$ cat src/rtl/oam_dma_arb.sv
// OAM DMA engine with CPU/DMA bus arbitration: copies DMA_LEN bytes from
// {src_hi,8'h00} to OAM_BASE while restricting the CPU to the HRAM window.
package sm83_pkg;
  typedef logic [15:0] addr_t;
  typedef logic [7:0]  data_t;
endpackage

module oam_dma_arb
  import sm83_pkg::*;
#(
  parameter addr_t DMA_REG_ADDR = 16'hFF46,
  parameter addr_t OAM_BASE     = 16'hFE00,
  parameter int    DMA_LEN      = 160,
  parameter addr_t HRAM_LO      = 16'hFF80,
  parameter addr_t HRAM_HI      = 16'hFFFE
) (
  input  logic  clk,
  input  logic  rst,
  input  addr_t cpu_addr,
  input  logic  cpu_wen,
  input  data_t cpu_wdata,
  output data_t cpu_rdata,
  output logic  cpu_wait,
  output addr_t mem_r_addr,
  output addr_t mem_w_addr,
  output logic  mem_wen,
  output data_t mem_w_data,
  input  data_t mem_r_data,
  output logic  dma_active
);

  typedef enum logic [1:0] {IDLE, START, RD, WR} state_t;

  localparam logic [7:0] LAST_IDX = 8'(DMA_LEN - 1);

  state_t      state_q, state_d;
  logic [7:0]  src_hi_q, src_hi_d;
  logic [7:0]  idx_q, idx_d;
  logic [7:0]  dbuf_q, dbuf_d;

  logic reg_hit;
  logic hram_hit;

  assign reg_hit    = (cpu_addr == DMA_REG_ADDR);
  assign hram_hit   = (cpu_addr >= HRAM_LO) && (cpu_addr <= HRAM_HI);
  assign dma_active = (state_q != IDLE);

  always_ff @(posedge clk) begin
    if (rst) begin
      state_q  <= IDLE;
      src_hi_q <= 8'h00;
      idx_q    <= 8'h00;
      dbuf_q   <= 8'h00;
    end else begin
      state_q  <= state_d;
      src_hi_q <= src_hi_d;
      idx_q    <= idx_d;
      dbuf_q   <= dbuf_d;
    end
  end

  // The DMA owns the read port in RD and the write port in WR; the CPU may
  // use whichever port the DMA leaves free, but only inside the HRAM window.
  always_comb begin
    state_d    = state_q;
    src_hi_d   = src_hi_q;
    idx_d      = idx_q;
    dbuf_d     = dbuf_q;
    mem_r_addr = cpu_addr;
    mem_w_addr = cpu_addr;
    mem_w_data = cpu_wdata;
    mem_wen    = 1'b0;
    cpu_rdata  = 8'hFF;
    cpu_wait   = 1'b0;
    unique case (state_q)
      IDLE: begin
        mem_wen   = cpu_wen;
        cpu_rdata = mem_r_data;
      end
      START: begin
        state_d = RD;
        if (hram_hit) begin
          mem_wen   = cpu_wen;
          cpu_rdata = mem_r_data;
        end
      end
      RD: begin
        mem_r_addr = {src_hi_q, idx_q};
        dbuf_d     = mem_r_data;
        state_d    = WR;
        if (hram_hit) begin
          if (cpu_wen) mem_wen  = 1'b1;
          else         cpu_wait = 1'b1;
        end
      end
      WR: begin
        mem_w_addr = OAM_BASE + {8'h00, idx_q};
        mem_w_data = dbuf_q;
        mem_wen    = 1'b1;
        if (idx_q == LAST_IDX) begin
          state_d = IDLE;
        end else begin
          idx_d   = idx_q + 8'd1;
          state_d = RD;
        end
        if (hram_hit) begin
          if (cpu_wen) cpu_wait  = 1'b1;
          else         cpu_rdata = mem_r_data;
        end
      end
      default: state_d = IDLE;
    endcase
    if (reg_hit) cpu_rdata = src_hi_q;
    // A trigger write overrides whatever the FSM chose, restarting any transfer.
    if (reg_hit && cpu_wen) begin
      src_hi_d = cpu_wdata;
      idx_d    = 8'h00;
      state_d  = START;
    end
  end

endmodule

$ cat config.mk
export PLATFORM = sky130hd
export DESIGN_NAME = oam_dma_arb
export DESIGN_NICKNAME = d
export VERILOG_FILES = /design/src/rtl/oam_dma_arb.sv
export SDC_FILE = /design/constraint.sdc
export NUM_CORES = 1
export LEC_CHECK = 0
export CAP_MARGIN = 20
export CORE_ASPECT_RATIO = 1.25
export CORE_MARGIN = 3
export CORE_UTILIZATION = 36
export DETAILED_ROUTE_END_ITERATION = 10
export PLACE_DENSITY_LB_ADDON = 0.1
export SETUP_SLACK_MARGIN = 0.4
export SYNTH_ARGS = -nofsm -noshare
export SYNTH_HDL_FRONTEND = slang
export SYNTH_SLANG_ARGS = --single-unit
$ cat constraint.sdc
create_clock -name clk -period 3.63 [get_ports clk]
set_input_delay 0.726 -clock clk [delete_from_list [all_inputs] [get_ports clk]]
set_output_delay 0.726 -clock clk [all_outputs]
set_load 0.05 [all_outputs]
**Run 1: routed metal per tile**

14 x 18 tiles, from dark purple (low) to yellow (high), scaled to the fullest tile. Values are wire area over tile area, all layers added.
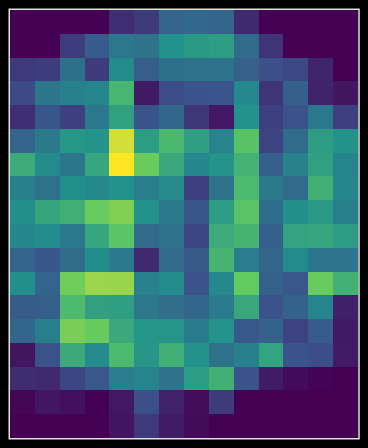
The mean over all tiles is 0.15. 13% of the tiles are nearly empty. The emptiest ninth of the die: bottom right. 26% of the tiles are over half the peak. The fullest tile reaches 0.45.

**Run 1: register map, names as in the netlist**

Bar = 20 um. Other sequential cells in the stronger gray, the rest of the logic in the fainter gray.
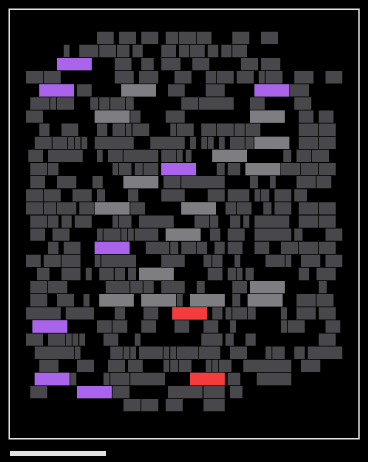
Key: `dbuf_q` = purple [sequential cells 8]; `state_q` = red [sequential cells 2]
Another 16 sequential cells are not colored.
register share of the cell area: 16.4%
Layout Utilization: 61.1%
register area: 520 sq um
Seq group: 0.307 mW

**Run 1: placement density heat map**

Bar = 20 um. 7 x 9 tiles, from dark purple (low) to yellow (high), 0 to 100% covered.
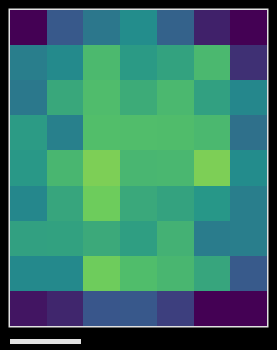
6.3% of the tiles are over 75% full. The mean over all tiles is 48%. The fullest tile reaches 80%. 6.3% of the tiles are nearly empty.

==> results.cfg, run 1 <==
; synthesis and place-and-route metrics
[outcome]
run_status = completed

[hold_path]
hold_start = src_hi_q[2]
holdPathEnd = src_hi_q[2]
hold-path-cell-count = 2
hp-class = reg -> reg

[setup_path]
setup.worst_path.class = in -> out
crit_path_top_delay_cell = or4_4
critPathTopFamily = buffers and inverters
required_ns = 2.90
startpoint = cpu_addr[7]
rrSetupSlack_ns = 1.59
r2r_end = idx_q[2]
critical_path_arrival_ns = 2.47
critPathCapture = cpu_rdata[5]
crit_path_max_fanout = 7
worst_setup_path_end_kind = output port
cp-start-kind = input pin
reg2reg_from = idx_q[1]
worst_r2r_path_depth = 4
critPathBufInv = 4
crit_cells = 8
max_stage_delay_ns = 0.44
crit_top_cell = buf_12
crit_chain = dlygate4sd2_1 -> or4_4 -> nor4_4 -> buf_4 -> buf_12 -> mux2i_2 -> a21oi_2 -> buf_12

[synth]
area_leaders = dfxtp_1 26%, mux2_2 17%, mux2i_1 8.6%
syn_area_per_cell_sq_um = 8.57
logic_family = simple AND/OR/NAND/NOR gates
ys.warnings.count = 0
ys_sh_xor_pct = 2.66
synth_async_sr_flop_share_pct = 0
yosys.area.top_type = dfxtp_1
synthAdderAreaFrac_pct = 3.81
syn-instance-count = 230
top_area_share_pct = 26.4
synth_nets = 271
flop_cell = dfxtp_1
syn_area_sq_um = 1970
mux_share_pct = 25.8
yosysCellCount = 230
edf_count = 0
simple_gate_share_pct = 26.5
synth_cell_type_count = 35
synthTopCellsByCount = 32 x nand2_1, 30 x mux2_2, 26 x dfxtp_1, 17 x mux2i_1, 12 x nor2_1
most_common_cell = nand2_1
ys_area_sq_um = 1970
postSynthSeqShare_pct = 26.4
ys.flops = 26

[timing]
finalClockPeriodUsage_pct = 87.9
hold_violations = 0
setup_viol = 0
rsz0062_at_grt = false
fin_setup_tns_ns = 0
fin_ws_ns = 0.439
finalMaxSlewViolations = 0
max_freq_mhz = 313
slew_headroom_pct = 48.5
hold_slack_ns = 0.496
period_minus_slack_ns = 3.19
skew_ns = 0.00366
worst_pin_slew_ns = 0.770

[power]
combPwrFrac_pct = 62.4
power_frac_clock_pct = 14.3
powerClk_mw = 0.188
cellInternalPower_mw = 0.731
top_power_group = combinational logic
p_switching_mw = 0.586
power_density_nw_per_um2 = 416
leakage_nw = 1.25
max-vdd-ir-drop_uv = 216
seqPwrFrac_pct = 23.3
finalPower_mw = 1.32
p_comb_mw = 0.822
switching_share_pct = 44.5

[global_routing]
grt_pass1_vias = 1952
top_usage_layer = met2
grt_max_degree = 35
grt_util_met1_pct = 23.6
use_met2_pct = 33.8
grt_usage_pct = 19.2
antenna_found_initial = 0
met3_usage_pct = 3.41

[drt]
viasPerCell = 5.30
drtIter0Drc = 59
wl_per_cell_um = 16.2
wirelength_um = 6160
wl_met3_um = 473
top_layer = met4
drcViolationCount = 0
wl_met1_um = 2600
ant_nets = 0
route.vias.total = 2015
met2WireLength_um = 3050

[placement]
placed_cell_area_sq_um = 3040
hpwl_um = 4450
portBuffers = 85
routabilityCongestion = 0.840

[floorplanning]
nWellTaps = 62
die_y_um = 88.7
pin_count = 86
fp-utilization_pct = 38.0
die_x_um = 72.2
core_sq_um = 5190
rows = 29
die-area_sq_um = 6410

[layout]
bufAreaShareNonClock_pct = 33.7
fill_cells = 471
inverters = 5
mi_logic_area_sq_um = 1430
top_regs = dbuf_q: 8 flops, idx_q: 8 flops, src_hi_q: 8 flops
clkCellAreaFrac_pct = 1.74
buffers_excl_clock = 100
syn_to_final_growth_pct = 60.8
nets = 360
drive_gt1_share_pct = 29.2
stdcell_count = 380
final_cell_area_sq_um = 3170
biggestCellCategory = logic gates
clkbuf_count = 4
lay_top_cells = 55 x clkdlybuf4s50_1, 32 x nand2_1, 30 x mux2_2
diodes = 0
flop-count = 26
final_common_cell = clkdlybuf4s50_1
logic_gate_count = 183
comb_share_pct = 45.1

[flow_run]
tool_warnings = 31
maxCapViolations = 0

[cts]
cts-resized-gates = 18
cts_tree = built
worstSkewPairLatency_ns = 0.27
cts-root-buf = clkbuf_8
htreeDepth = 1
cts_sinks = 26
cts_made_buffers = 3
holdBufCountCts = 0
clkTransAtPathRegs_ns = 0.09
==> run 2, diff against run 1 <==
- CORE_ASPECT_RATIO: 1.25 -> 0.9
- PLACE_DENSITY: not set -> 0.7
- PLACE_DENSITY_LB_ADDON: 0.1 -> not set
**Run 2: register map, names as in the netlist**

Bar = 20 um. Other sequential cells in the stronger gray, the rest of the logic in the fainter gray.
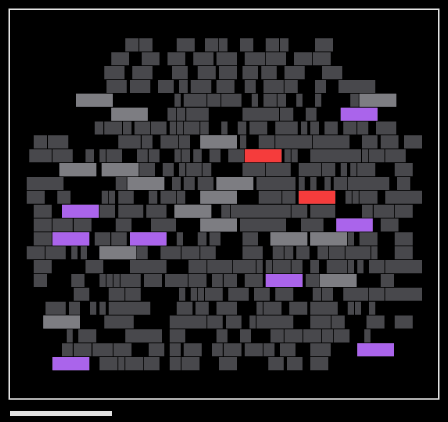
Layout Utilization: 63.2%
register share of the cell area: 16.2%
Seq group: 0.308 mW

**Run 2: routed metal per tile**

17 x 15 tiles, from dark purple (low) to yellow (high), scaled to the fullest tile. Values are wire area over tile area, all layers added.
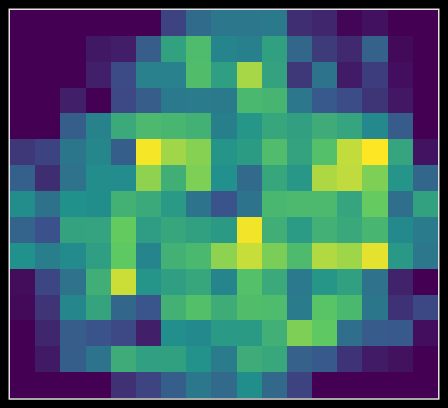
39% of the tiles are over half the peak. The fullest tile reaches 0.39. The emptiest ninth of the die: top left. The mean over all tiles is 0.16.

==> run 2 against run 1 <==
Effect of this change: total power increased by 0.78%; non-clock buffer count grew 2; synthesized cell count is the same; synthesized area is the same; first-iteration DRC count grew 71%; sequential power is essentially flat; global-route usage up 0.92 points; register-to-register slack about the same.
==> results.cfg, run 2 <==
; synthesis and place-and-route metrics
[outcome]
run_status = completed

[cts]
clkTransAtPathRegs_ns = 0.09
cts-resized-gates = 19
cts_tree = built
cts_made_buffers = 3
cts-root-buf = clkbuf_8
worstSkewPairLatency_ns = 0.28
cts_sinks = 26
htreeDepth = 1
holdBufCountCts = 0

[global_routing]
grt_util_met1_pct = 26.2
grt_pass1_vias = 1953
met3_usage_pct = 3.57
use_met2_pct = 34.3
top_usage_layer = met2
grt_usage_pct = 20.1

[hold_path]
hp-class = reg -> reg
hold_start = src_hi_q[1]
hold-path-cell-count = 2
holdPathEnd = src_hi_q[1]

[drt]
top_layer = met4
wl_per_cell_um = 17.0
met2WireLength_um = 3280
drtIter0Drc = 101
wirelength_um = 6530
ant_nets = 0
viasPerCell = 5.29
drcViolationCount = 0
route.vias.total = 2038
wl_met1_um = 2980
wl_met3_um = 223

[setup_path]
worst_setup_path_end_kind = output port
crit_path_top_delay_cell = clkdlybuf4s50_1
reg2reg_from = idx_q[0]
crit_top_cell = buf_12
startpoint = cpu_addr[1]
critical_path_arrival_ns = 2.44
rrSetupSlack_ns = 1.60
worst_r2r_path_depth = 4
crit_cells = 8
r2r_end = idx_q[2]
required_ns = 2.90
critPathBufInv = 4
crit_path_max_fanout = 5
cp-start-kind = input pin
crit_chain = clkdlybuf4s50_1 -> nand4b_1 -> nor4_4 -> buf_4 -> buf_12 -> mux2i_1 -> a21oi_2 -> buf_12
critPathTopFamily = buffers and inverters
setup.worst_path.class = in -> out
max_stage_delay_ns = 0.52
critPathCapture = cpu_rdata[5]

[layout]
buffers_excl_clock = 102
logic_gate_count = 183
lay_top_cells = 42 x clkdlybuf4s50_1, 32 x nand2_1, 30 x mux2_2
ff_latch_area_sq_um = 520
flop-count = 26
inverters = 5
biggestCellCategory = logic gates
final_common_cell = clkdlybuf4s50_1
final_cell_area_sq_um = 3210
bufAreaShareNonClock_pct = 34.4
diodes = 0
drive_gt1_share_pct = 32.8
stdcell_count = 385
comb_share_pct = 44.6
nets = 362
clkbuf_count = 4
top_regs = dbuf_q: 8 flops, idx_q: 8 flops, src_hi_q: 8 flops
fill_cells = 449
clkCellAreaFrac_pct = 1.72
mi_logic_area_sq_um = 1430
syn_to_final_growth_pct = 62.7

[synth]
flop_cell = dfxtp_1
synth_cell_type_count = 35
syn-instance-count = 230
synth_async_sr_flop_share_pct = 0
synthAdderAreaFrac_pct = 3.81
yosys.area.top_type = dfxtp_1
synthTopCellsByCount = 32 x nand2_1, 30 x mux2_2, 26 x dfxtp_1, 17 x mux2i_1, 12 x nor2_1
simple_gate_share_pct = 26.5
syn_area_sq_um = 1970
most_common_cell = nand2_1
postSynthSeqShare_pct = 26.4
edf_count = 0
synth_nets = 271
syn_area_per_cell_sq_um = 8.57
ys.warnings.count = 0
area_leaders = dfxtp_1 26%, mux2_2 17%, mux2i_1 8.6%
yosysCellCount = 230
logic_family = simple AND/OR/NAND/NOR gates
top_area_share_pct = 26.4
ys_sh_xor_pct = 2.66

[timing]
worst_pin_slew_ns = 0.719
setup_viol = 0
period_minus_slack_ns = 3.17
rsz0062_at_grt = false
hold_slack_ns = 0.502
slew_headroom_pct = 51.4
fin_ws_ns = 0.460
skew_ns = 0.00402
max_freq_mhz = 315
finalClockPeriodUsage_pct = 87.3
fin_setup_tns_ns = 0
hold_violations = 0

[power]
power_frac_clock_pct = 14.7
max-vdd-ir-drop_uv = 253
p_switching_mw = 0.598
switching_share_pct = 45.0
combPwrFrac_pct = 62.1
seqPwrFrac_pct = 23.2
p_comb_mw = 0.825
power_density_nw_per_um2 = 414
cellInternalPower_mw = 0.730
powerClk_mw = 0.195
finalPower_mw = 1.33
leakage_nw = 1.33

[floorplanning]
fp-utilization_pct = 38.9
die_x_um = 84.0
nWellTaps = 65
die_y_um = 76.2
core_sq_um = 5070
pin_count = 86
rows = 24
die-area_sq_um = 6400

[placement]
dp_cells = 374
hpwl_um = 4700
routabilityCongestion = 0.792
placed_cell_area_sq_um = 3030
portBuffers = 85

[flow_run]
tool_warnings = 31
maxCapViolations = 0
==> run 3, diff against run 2 <==
- CORE_MARGIN: 3 -> 4
**Run 3: clock nets**

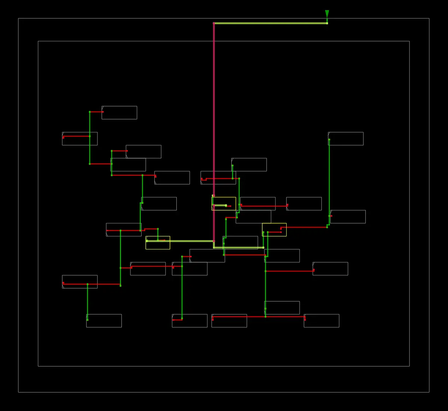
flip-flop and latch count: 26
Clock Latency Late Sink: 0.27 ns
Clk. pwr: 0.169 mW
Inserted Clock Buffers: 3

**Run 3: register map, names as in the netlist**

Bar = 20 um. Other sequential cells in the stronger gray, the rest of the logic in the fainter gray.
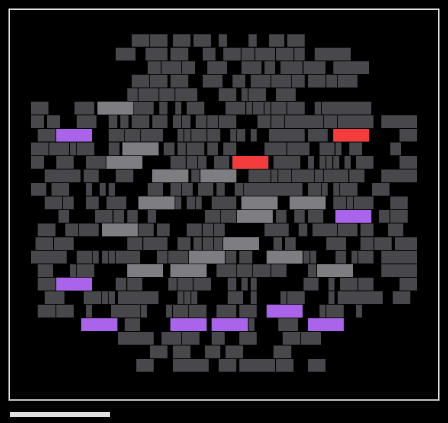
Key: `dbuf_q` = purple [sequential cells 8]; `state_q` = red [sequential cells 2]

==> run 3 against run 2 <==
Effect of this change: non-clock buffer count decreased by 1; wire length decreased by 2.2%; synthesized area unchanged; setup slack got worse by 0.019 ns; synthesized cell count unchanged; critical path depth decreased by 1; count of clock-buffer cells in the layout decreased by 1; global-route usage decreased by 1.2 points; maximum frequency decreased by 0.61%; flip-flop count unchanged; first-iteration DRC count increased by 4.0%; final area decreased by 0.43%; critical path type unchanged; largest power group unchanged.
==> results.cfg, run 3 <==
; synthesis and place-and-route metrics
[setup_path]
crit_chain = clkdlybuf4s50_1 -> nand4b_1 -> nor4_4 -> buf_12 -> mux2i_2 -> a21oi_2 -> buf_12
critical_path_arrival_ns = 2.46
rrSetupSlack_ns = 1.63
startpoint = cpu_addr[6]
crit_cells = 7
critPathCapture = cpu_rdata[1]
critPathBufInv = 3
r2r_end = idx_q[2]
max_stage_delay_ns = 0.53
critPathTopFamily = buffers and inverters
crit_top_cell = buf_12
required_ns = 2.90
cp-start-kind = input pin
setup.worst_path.class = in -> out

[power]
combPwrFrac_pct = 63.3
cellInternalPower_mw = 0.710
seqPwrFrac_pct = 23.7
top_power_group = combinational logic
finalPower_mw = 1.30
leakage_nw = 1.30
max-vdd-ir-drop_uv = 275
switching_share_pct = 45.3
p_switching_mw = 0.589
p_comb_mw = 0.823
seq_cell_power_mw = 0.307
power_frac_clock_pct = 13.0

[cts]
htreeDepth = 1
cts-root-buf = clkbuf_8
cts_tree = built
cts_sinks = 26
holdBufCountCts = 0
clkTransAtPathRegs_ns = 0.09
cts-resized-gates = 11

[placement]
pre_cts_slack_ns = 0.172
routabilityCongestion = 0.806
hpwl_um = 4650
portBuffers = 85
placed_cell_area_sq_um = 3040
dp_cells = 376

[layout]
final_cell_area_sq_um = 3190
diodes = 0
drive_gt1_share_pct = 32.4
final_common_cell = clkdlybuf4s50_1
syn_to_final_growth_pct = 62.0
stdcell_count = 385
clkCellAreaFrac_pct = 1.29
fill_cells = 453
buffers_excl_clock = 101
top_regs = dbuf_q: 8 flops, idx_q: 8 flops, src_hi_q: 8 flops
mi_logic_area_sq_um = 1420
inverters = 5
biggestCellCategory = logic gates
final_util_pct = 60.4
bufAreaShareNonClock_pct = 34.7
clkbuf_count = 3
comb_share_pct = 44.5
ff_latch_area_sq_um = 520
logic_gate_count = 183

[global_routing]
met3_usage_pct = 4.62
grt_max_degree = 35
antenna_found_initial = 0
top_usage_layer = met2
use_met2_pct = 29.7
grt_pass1_vias = 2026
grt_usage_pct = 18.8

[synth]
yosys.area.top_type = dfxtp_1
ys_sh_xor_pct = 2.66
postSynthSeqShare_pct = 26.4
synth_nets = 271
ys.warnings.count = 0
synth_async_sr_flop_share_pct = 0
synthTopCellsByCount = 32 x nand2_1, 30 x mux2_2, 26 x dfxtp_1, 17 x mux2i_1, 12 x nor2_1
syn_area_sq_um = 1970
synthAdderAreaFrac_pct = 3.81
ys.flops = 26
syn_area_per_cell_sq_um = 8.57
syn-instance-count = 230
logic_family = simple AND/OR/NAND/NOR gates
mux_share_pct = 25.8
yosysCellCount = 230
ys_area_sq_um = 1970
simple_gate_share_pct = 26.5
top_area_share_pct = 26.4
edf_count = 0
flop_cell = dfxtp_1

[flow_run]
tool_warnings = 31

[drt]
wirelength_um = 6390
viasPerCell = 5.30
met2WireLength_um = 2940
route.vias.total = 2040
wl_met1_um = 2900
wl_per_cell_um = 16.6
ant_nets = 0
drcViolationCount = 0
wl_met3_um = 443

[floorplanning]
core_sq_um = 5290
die_x_um = 86.0
fp-utilization_pct = 37.3
die_y_um = 78.2
nWellTaps = 67
pin_count = 86
rows = 25
die-area_sq_um = 6730

[outcome]
run_status = completed

[hold_path]
hp-class = reg -> reg
holdPathEnd = dbuf_q[3]
hold-path-cell-count = 2
hold_start = dbuf_q[3]

[timing]
rsz0062_at_grt = false
slew_headroom_pct = 52.0
hold_slack_ns = 0.499
setup_viol = 0
period_minus_slack_ns = 3.19
finalClockPeriodUsage_pct = 87.9
hold_violations = 0
finalMaxSlewViolations = 0
skew_ns = 0.00209
fin_ws_ns = 0.441
max_freq_mhz = 314
Power figures rest on the tool's default switching activity, not on a simulated workload.
